gate_families.png
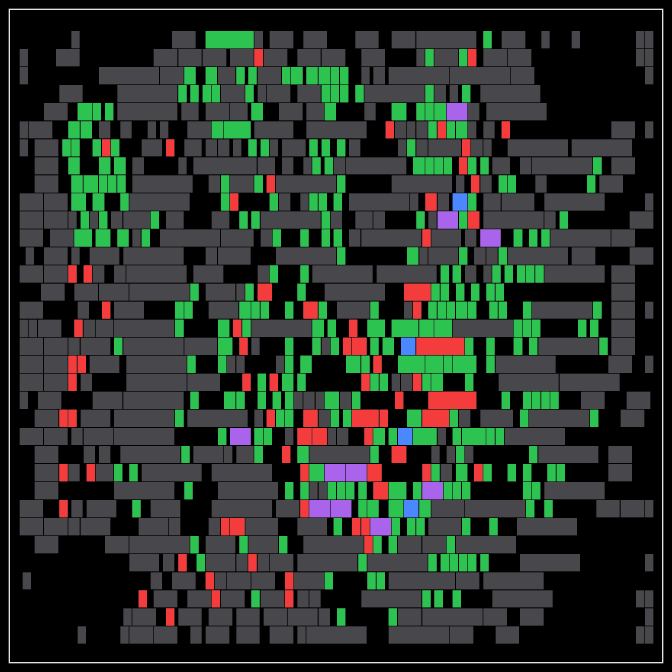
registers.png
Bar = 20 µm. Other sequential cells in the stronger gray, the rest of the logic in the fainter gray.
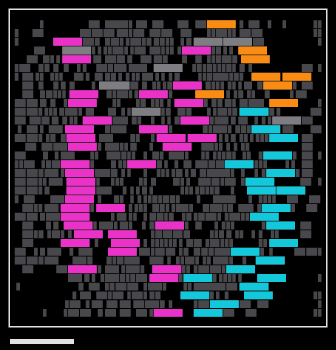
cell_classes.png
Bar = 20 µm.
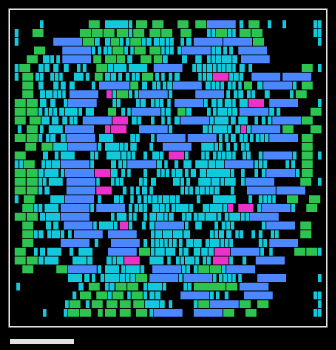
clock_map.png
Bar = 20 µm.
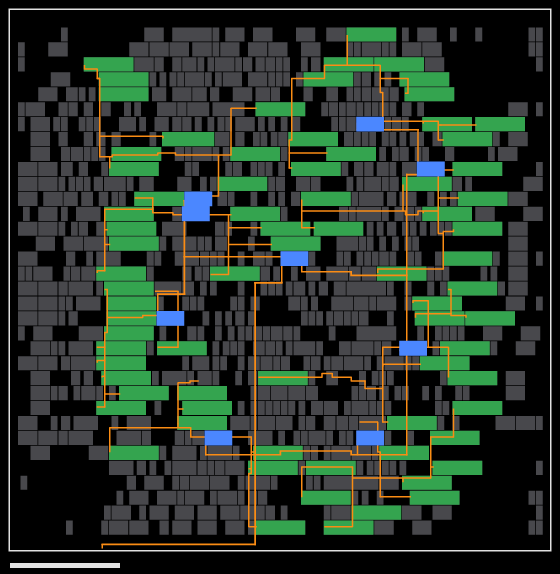
final_congestion.png
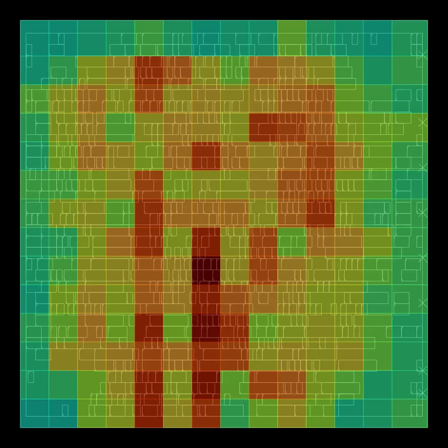
File: config.mk
export PLATFORM = sky130hd
export DESIGN_NAME = round_arbiter_flat
export DESIGN_NICKNAME = d
export VERILOG_FILES = /design/src/rtl/fp_round_pkg.sv /design/src/rtl/round_arbiter_if.sv /design/src/rtl/frac_round_inc.sv /design/src/rtl/round_arbiter.sv /design/src/flat_wrapper.sv
export SDC_FILE = /design/constraint.sdc
export NUM_CORES = 1
export LEC_CHECK = 0
export ABC_AREA = 1
export CAP_MARGIN = 10
export CORE_UTILIZATION = 52
export CTS_CLUSTER_DIAMETER = 150
export DETAILED_ROUTE_END_ITERATION = 10
export PLACE_DENSITY = 0.91
export SYNTH_ARGS = -nofsm -noshare
export SYNTH_HDL_FRONTEND = slang
export SYNTH_HIERARCHICAL = 1
export SYNTH_SLANG_ARGS = --single-unit
export TNS_END_PERCENT = 50
File: constraint.sdc
create_clock -name clk -period 4.2 [get_ports clk]
set_input_delay 1.26 -clock clk [delete_from_list [all_inputs] [get_ports clk]]
set_output_delay 1.26 -clock clk [all_outputs]
set_load 0.01 [all_outputs]
File: src/rtl/fp_round_pkg.sv
// Shared rounding types, mode encodings and the round-up decision for the FP result path.
package fp_round_pkg;

  localparam int FRAC_W_DEF = 23;
  localparam int EXP_W_DEF  = 8;

  typedef enum logic [1:0] {
    RM_RNE = 2'b00,
    RM_RTZ = 2'b01,
    RM_RUP = 2'b10,
    RM_RDN = 2'b11
  } rmode_e;

  typedef struct packed {
    logic                 sign;
    logic [EXP_W_DEF-1:0]  exp;
    logic [FRAC_W_DEF-1:0] frac;
    logic [2:0]            grs;
  } round_req_t;

  // grs = {guard, round, sticky}; lsb is the fraction LSB used for the RNE tie break
  function automatic logic round_up(input rmode_e rm, input logic sign, input logic lsb,
                                    input logic [2:0] grs);
    logic up;
    case (rm)
      RM_RNE:  up = grs[2] & (grs[1] | grs[0] | lsb);
      RM_RTZ:  up = 1'b0;
      RM_RUP:  up = ~sign & (|grs);
      default: up = sign & (|grs);
    endcase
    return up;
  endfunction

endpackage

File: src/rtl/round_arbiter_if.sv
// Request/result bundle of the shared rounding stage: two requesters in, one result out.
interface round_arbiter_if #(
  parameter int FRAC_W = 23,
  parameter int EXP_W  = 8
);
  logic [1:0]        rmode;
  logic [1:0]        req_valid;
  logic [1:0]        req_ready;
  logic              req0_sign;
  logic [EXP_W-1:0]  req0_exp;
  logic [FRAC_W-1:0] req0_frac;
  logic [2:0]        req0_grs;
  logic              req1_sign;
  logic [EXP_W-1:0]  req1_exp;
  logic [FRAC_W-1:0] req1_frac;
  logic [2:0]        req1_grs;
  logic              out_valid;
  logic              out_ready;
  logic              out_sign;
  logic [EXP_W-1:0]  out_exp;
  logic [FRAC_W-1:0] out_frac;
  logic              out_src;
  logic              out_inexact;
  logic              out_overflow;

  modport master (
    output rmode, req_valid, req0_sign, req0_exp, req0_frac, req0_grs,
           req1_sign, req1_exp, req1_frac, req1_grs, out_ready,
    input  req_ready, out_valid, out_sign, out_exp, out_frac, out_src,
           out_inexact, out_overflow
  );

  modport slave (
    input  rmode, req_valid, req0_sign, req0_exp, req0_frac, req0_grs,
           req1_sign, req1_exp, req1_frac, req1_grs, out_ready,
    output req_ready, out_valid, out_sign, out_exp, out_frac, out_src,
           out_inexact, out_overflow
  );
endinterface

File: src/rtl/frac_round_inc.sv
// Fraction incrementer: adds the round bit and renormalises on carry-out.
module frac_round_inc #(
  parameter int FRAC_W = 23
) (
  input  logic [FRAC_W-1:0] frac_i,
  input  logic              inc_i,
  output logic [FRAC_W-1:0] frac_o,
  output logic              carry_o
);
  logic [FRAC_W-1:0] sum;

  always_comb begin
    {carry_o, sum} = {1'b0, frac_i} + {{FRAC_W{1'b0}}, inc_i};
    // carry only happens from all-ones, so the shifted sum is always zero
    frac_o = carry_o ? {1'b0, sum[FRAC_W-1:1]} : sum;
  end
endmodule

File: src/rtl/round_arbiter.sv
// Round-robin shared rounding pipeline: S1 arbitrates and decides round-up, S2 increments.
// Optional inexact statistics counters enabled by defining ROUND_STATS_EN.
module round_arbiter
  import fp_round_pkg::*;
#(
  parameter int FRAC_W = FRAC_W_DEF,
  parameter int EXP_W  = EXP_W_DEF,
  parameter int CNT_W  = 16
) (
  input  logic             clk,
  input  logic             rst_n,
  round_arbiter_if.slave   bus,
  output logic [CNT_W-1:0] inexact_cnt0,
  output logic [CNT_W-1:0] inexact_cnt1
);

  typedef struct packed {
    logic              sign;
    logic [EXP_W-1:0]  exp;
    logic [FRAC_W-1:0] frac;
    logic [2:0]        grs;
    logic              src;
    logic              rnd;
  } s1_t;

  s1_t               req_in, s1_d, s1_q;
  logic              s1_vld_d, s1_vld_q;
  logic              last_grant_d, last_grant_q;
  logic              stall, gnt, xfer;
  logic [1:0]        ready;
  logic [FRAC_W-1:0] inc_frac;
  logic              inc_carry;
  logic [EXP_W-1:0]  exp_inc;

  logic              out_valid_d, out_valid_q;
  logic              out_sign_d, out_sign_q;
  logic [EXP_W-1:0]  out_exp_d, out_exp_q;
  logic [FRAC_W-1:0] out_frac_d, out_frac_q;
  logic              out_src_d, out_src_q;
  logic              out_inexact_d, out_inexact_q;
  logic              out_ovf_d, out_ovf_q;

  // nothing moves while a result sits unaccepted at the output
  assign stall = out_valid_q & ~bus.out_ready;

  always_comb begin
    if (&bus.req_valid) gnt = ~last_grant_q;
    else                gnt = bus.req_valid[1];
    ready = '0;
    if (!stall) ready[gnt] = bus.req_valid[gnt];
    xfer         = |ready;
    last_grant_d = xfer ? gnt : last_grant_q;
  end

  assign bus.req_ready = ready;

  always_comb begin
    req_in      = '0;
    req_in.sign = gnt ? bus.req1_sign : bus.req0_sign;
    req_in.exp  = gnt ? bus.req1_exp  : bus.req0_exp;
    req_in.frac = gnt ? bus.req1_frac : bus.req0_frac;
    req_in.grs  = gnt ? bus.req1_grs  : bus.req0_grs;
    req_in.src  = gnt;
    // inf/NaN pass through untouched
    req_in.rnd  = (&req_in.exp) ? 1'b0
                : round_up(rmode_e'(bus.rmode), req_in.sign, req_in.frac[0], req_in.grs);
    s1_vld_d    = stall ? s1_vld_q : xfer;
    s1_d        = xfer ? req_in : s1_q;
  end

  frac_round_inc #(.FRAC_W(FRAC_W)) u_inc (
    .frac_i  (s1_q.frac),
    .inc_i   (s1_q.rnd),
    .frac_o  (inc_frac),
    .carry_o (inc_carry)
  );

  assign exp_inc = s1_q.exp + 1'b1;

  always_comb begin
    out_valid_d   = stall ? out_valid_q : s1_vld_q;
    out_sign_d    = out_sign_q;
    out_exp_d     = out_exp_q;
    out_frac_d    = out_frac_q;
    out_src_d     = out_src_q;
    out_inexact_d = out_inexact_q;
    out_ovf_d     = out_ovf_q;
    if (!stall && s1_vld_q) begin
      out_sign_d    = s1_q.sign;
      out_exp_d     = inc_carry ? exp_inc : s1_q.exp;
      out_frac_d    = inc_frac;
      out_src_d     = s1_q.src;
      out_inexact_d = |s1_q.grs;
      out_ovf_d     = inc_carry & (&exp_inc);
    end
  end

  always_ff @(posedge clk or negedge rst_n) begin
    if (!rst_n) begin
      s1_vld_q      <= 1'b0;
      s1_q          <= '0;
      last_grant_q  <= 1'b1;
      out_valid_q   <= 1'b0;
      out_sign_q    <= 1'b0;
      out_exp_q     <= '0;
      out_frac_q    <= '0;
      out_src_q     <= 1'b0;
      out_inexact_q <= 1'b0;
      out_ovf_q     <= 1'b0;
    end else begin
      s1_vld_q      <= s1_vld_d;
      s1_q          <= s1_d;
      last_grant_q  <= last_grant_d;
      out_valid_q   <= out_valid_d;
      out_sign_q    <= out_sign_d;
      out_exp_q     <= out_exp_d;
      out_frac_q    <= out_frac_d;
      out_src_q     <= out_src_d;
      out_inexact_q <= out_inexact_d;
      out_ovf_q     <= out_ovf_d;
    end
  end

  assign bus.out_valid    = out_valid_q;
  assign bus.out_sign     = out_sign_q;
  assign bus.out_exp      = out_exp_q;
  assign bus.out_frac     = out_frac_q;
  assign bus.out_src      = out_src_q;
  assign bus.out_inexact  = out_inexact_q;
  assign bus.out_overflow = out_ovf_q;

`ifdef ROUND_STATS_EN
  logic [1:0][CNT_W-1:0] cnt_d, cnt_q;

  // saturating per-source count of accepted inexact results
  always_comb begin
    cnt_d = cnt_q;
    if (out_valid_q && bus.out_ready && out_inexact_q && !(&cnt_q[out_src_q]))
      cnt_d[out_src_q] = cnt_q[out_src_q] + 1'b1;
  end

  always_ff @(posedge clk or negedge rst_n) begin
    if (!rst_n) cnt_q <= '0;
    else        cnt_q <= cnt_d;
  end

  assign inexact_cnt0 = cnt_q[0];
  assign inexact_cnt1 = cnt_q[1];
`else
  assign inexact_cnt0 = '0;
  assign inexact_cnt1 = '0;
`endif

endmodule

File: src/flat_wrapper.sv
// flat-port wrapper written by rule: the top's interface ports become plain ports
module round_arbiter_flat import fp_round_pkg::*;
#(
  parameter int FRAC_W = FRAC_W_DEF,
  parameter int EXP_W  = EXP_W_DEF,
  parameter int CNT_W  = 16
)
  (clk, rst_n, inexact_cnt0, inexact_cnt1, bus_rmode, bus_req_valid, bus_req0_sign, bus_req0_exp, bus_req0_frac, bus_req0_grs, bus_req1_sign, bus_req1_exp, bus_req1_frac, bus_req1_grs, bus_out_ready, bus_req_ready, bus_out_valid, bus_out_sign, bus_out_exp, bus_out_frac, bus_out_src, bus_out_inexact, bus_out_overflow);
  round_arbiter_if #(.FRAC_W(FRAC_W), .EXP_W(EXP_W)) bus_i ();
  input  logic clk;
  input  logic rst_n;
  output logic [CNT_W-1:0] inexact_cnt0;
  output logic [CNT_W-1:0] inexact_cnt1;
  input wire logic [$bits(bus_i.rmode)-1:0] bus_rmode;
  input wire logic [$bits(bus_i.req_valid)-1:0] bus_req_valid;
  input wire logic [$bits(bus_i.req0_sign)-1:0] bus_req0_sign;
  input wire logic [$bits(bus_i.req0_exp)-1:0] bus_req0_exp;
  input wire logic [$bits(bus_i.req0_frac)-1:0] bus_req0_frac;
  input wire logic [$bits(bus_i.req0_grs)-1:0] bus_req0_grs;
  input wire logic [$bits(bus_i.req1_sign)-1:0] bus_req1_sign;
  input wire logic [$bits(bus_i.req1_exp)-1:0] bus_req1_exp;
  input wire logic [$bits(bus_i.req1_frac)-1:0] bus_req1_frac;
  input wire logic [$bits(bus_i.req1_grs)-1:0] bus_req1_grs;
  input wire logic [$bits(bus_i.out_ready)-1:0] bus_out_ready;
  output wire logic [$bits(bus_i.req_ready)-1:0] bus_req_ready;
  output wire logic [$bits(bus_i.out_valid)-1:0] bus_out_valid;
  output wire logic [$bits(bus_i.out_sign)-1:0] bus_out_sign;
  output wire logic [$bits(bus_i.out_exp)-1:0] bus_out_exp;
  output wire logic [$bits(bus_i.out_frac)-1:0] bus_out_frac;
  output wire logic [$bits(bus_i.out_src)-1:0] bus_out_src;
  output wire logic [$bits(bus_i.out_inexact)-1:0] bus_out_inexact;
  output wire logic [$bits(bus_i.out_overflow)-1:0] bus_out_overflow;
  assign bus_i.rmode = bus_rmode;
  assign bus_i.req_valid = bus_req_valid;
  assign bus_i.req0_sign = bus_req0_sign;
  assign bus_i.req0_exp = bus_req0_exp;
  assign bus_i.req0_frac = bus_req0_frac;
  assign bus_i.req0_grs = bus_req0_grs;
  assign bus_i.req1_sign = bus_req1_sign;
  assign bus_i.req1_exp = bus_req1_exp;
  assign bus_i.req1_frac = bus_req1_frac;
  assign bus_i.req1_grs = bus_req1_grs;
  assign bus_i.out_ready = bus_out_ready;
  assign bus_req_ready = bus_i.req_ready;
  assign bus_out_valid = bus_i.out_valid;
  assign bus_out_sign = bus_i.out_sign;
  assign bus_out_exp = bus_i.out_exp;
  assign bus_out_frac = bus_i.out_frac;
  assign bus_out_src = bus_i.out_src;
  assign bus_out_inexact = bus_i.out_inexact;
  assign bus_out_overflow = bus_i.out_overflow;
  round_arbiter #(.FRAC_W(FRAC_W), .EXP_W(EXP_W), .CNT_W(CNT_W)) u_core (.clk(clk), .rst_n(rst_n), .bus(bus_i), .inexact_cnt0(inexact_cnt0), .inexact_cnt1(inexact_cnt1));
endmodule
==> metrics.json <==
{
  "cts.sink_count": 75,
  "average_cell_area_after_synthesis_um2": 7.50,
  "post_cts_buffers": 0,
  "count_of_pins_over_their_slew_limit": 0,
  "layout-area-overhead-vs-synth_pct": 26.1,
  "nonClockInverterCount": 45,
  "pin_count": 147,
  "proportion_of_layout_cells_with_a_drive_suffix_above_1_pct": 11.2,
  "clock_cell_share_of_area_pct": 2.94,
  "antenna_left": 0,
  "power.sequential.total_uw": 1060,
  "timing.reg2reg.worst_path_depth": 10,
  "cellInternalPower_uw": 1590,
  "min_delay_worst_endpoint": "u_core/bus.out_valid",
  "gp_congestion": 0.925,
  "final_cell_mix": "sky130_fd_sc_hd__nand2_1 (227), sky130_fd_sc_hd__clkdlybuf4s50_1 (113), sky130_fd_sc_hd__dfrtp_1 (74)",
  "synth_adder_area_share_pct": 1.30,
  "startpoint_type": "input port",
  "maxSlewHeadroom_pct": 44.1,
  "yosys_area_um2": 4820,
  "areal_power_density_over_the_cells_nw_per_um2": 406,
  "netlist_logic_family_top": "simple AND/OR/NAND/NOR gates",
  "failed_checks": "design-rule violations",
  "numCtsBuffers": 9,
  "maxCapViolations": 0,
  "timing_worst_slew_pin_value_ns": 0.838,
  "combinationalPowerShare_pct": 36.7,
  "leakage_power_summed_over_all_cells_uw": 0.00295,
  "max_stage_delay_ns": 0.59,
  "post-layout-total-power_uw": 2470,
  "grt.met1_usage_pct": 33.6,
  "crit_cells": 4,
  "crit_start": "bus_req_valid[0]",
  "fin_ws_ns": 0.226,
  "core_footprint_um2": 8850,
  "wl_per_cell_um": 12.9,
  "floorplan.tapcells": 108,
  "timing.critical_path.to_type": "output port",
  "setup_total_negative_slack_ns": 0,
  "clock_pin_transition_on_the_worst_setup_and_hold_timing_paths_ns": 0.07,
  "cp_bufs_invs": 2,
  "dp_hpwl_um": 8560,
  "ys_sh_simple_pct": 33.2,
  "cp.arrival_ns": 2.71,
  "critical_path_class": "input port to output port",
  "fmaxAchievable_mhz": 252,
  "cts.path.max_buffers": 2,
  "die_width_um": 98.3,
  "power_leader": "sequential cells",
  "ys_types": 38,
  "routed_wirelength_um": 11100,
  "detail_route.drc_violations": 8,
  "hp-class": "register to register",
  "final-hold-violation-count": 0,
  "synth-async-reset-ratio_pct": 100,
  "vias_per_cell": 5.07,
  "status": "finished, violations left",
  "grt_setup_unrepaired": "no"
}
## Picture notes: gate_families.png
green -> NAND gates  # cells 285
red -> NOR gates  # cells 73
blue -> AND and OR gates  # cells 4
purple -> XOR/XNOR gates  # cells 10
Top cell excl fill/tap: sky130_fd_sc_hd__nand2_1
tally of non-filler cells in the final layout: 864
multi-input gate share of total cell area: 40.9%

## Picture notes: registers.png
orange -> `u_core/bus.out_exp`  # flops 8, where top right
cyan -> `u_core/bus.out_frac`  # flops 23
magenta -> `u_core/s1_q`  # flops 37
not colored = 7
footprint of the flip-flops and latches: 1880 µm²
final core occ: 68.7%

## Picture notes: cell_classes.png
blue -> flops  # cells 75
cyan -> all other logic  # cells 541
green -> other buffers and delay cells  # cells 124
magenta -> clock drivers and dummy loads  # cells 16
standard-cell rows: 34
share of the final layout cell area in sequential cells: 30.9%
area of all placed cells without fillers: 6080 µm²

## Picture notes: clock_map.png
orange -> clock wires  # length 900 µm
green -> flip-flops  # count 75
blue -> cells driving clock nets  # count 9
flops lie = widely spread
Clock power frac: 20.4%
final clock skew: 0.00695 ns
worst-skew pair later-pin latency: 0.35 ns
clock distribution power: 503 µW

## Picture notes: final_congestion.png
met3 track utilization from global routing: 4.51%
highest-utilization routing layer at the global route stage: met2
M2 GR Usage: 37.2%

-- through the flow --
stage / hold slack [ns] / utilization [%] / std cells
after floorplan: 0.442 / - / 674
after global placement: 0.461 / 66.4 / 847
after detailed placement: 0.468 / 66.4 / 847
after CTS: 0.487 / 68.4 / 863
after global routing: 0.508 / 68.7 / 864
final: 0.483 / 68.7 / 864
-- registers in the layout, indices dropped and copies added, names as in the netlist --
| register | count |
|---|---|
| u_core/bus.out_inexact | 1 |
| u_core/bus.out_valid | 1 |
| u_core/s1_vld_q | 1 |
| u_core/bus.out_overflow | 1 |
| u_core/bus.out_exp | 8 |
| u_core/bus.out_sign | 1 |
| u_core/last_grant_q | 1 |
| u_core/bus.out_src | 1 |
| u_core/s1_q | 37 |
| u_core/bus.out_frac | 23 |
Power and IR drop assume default switching activity.
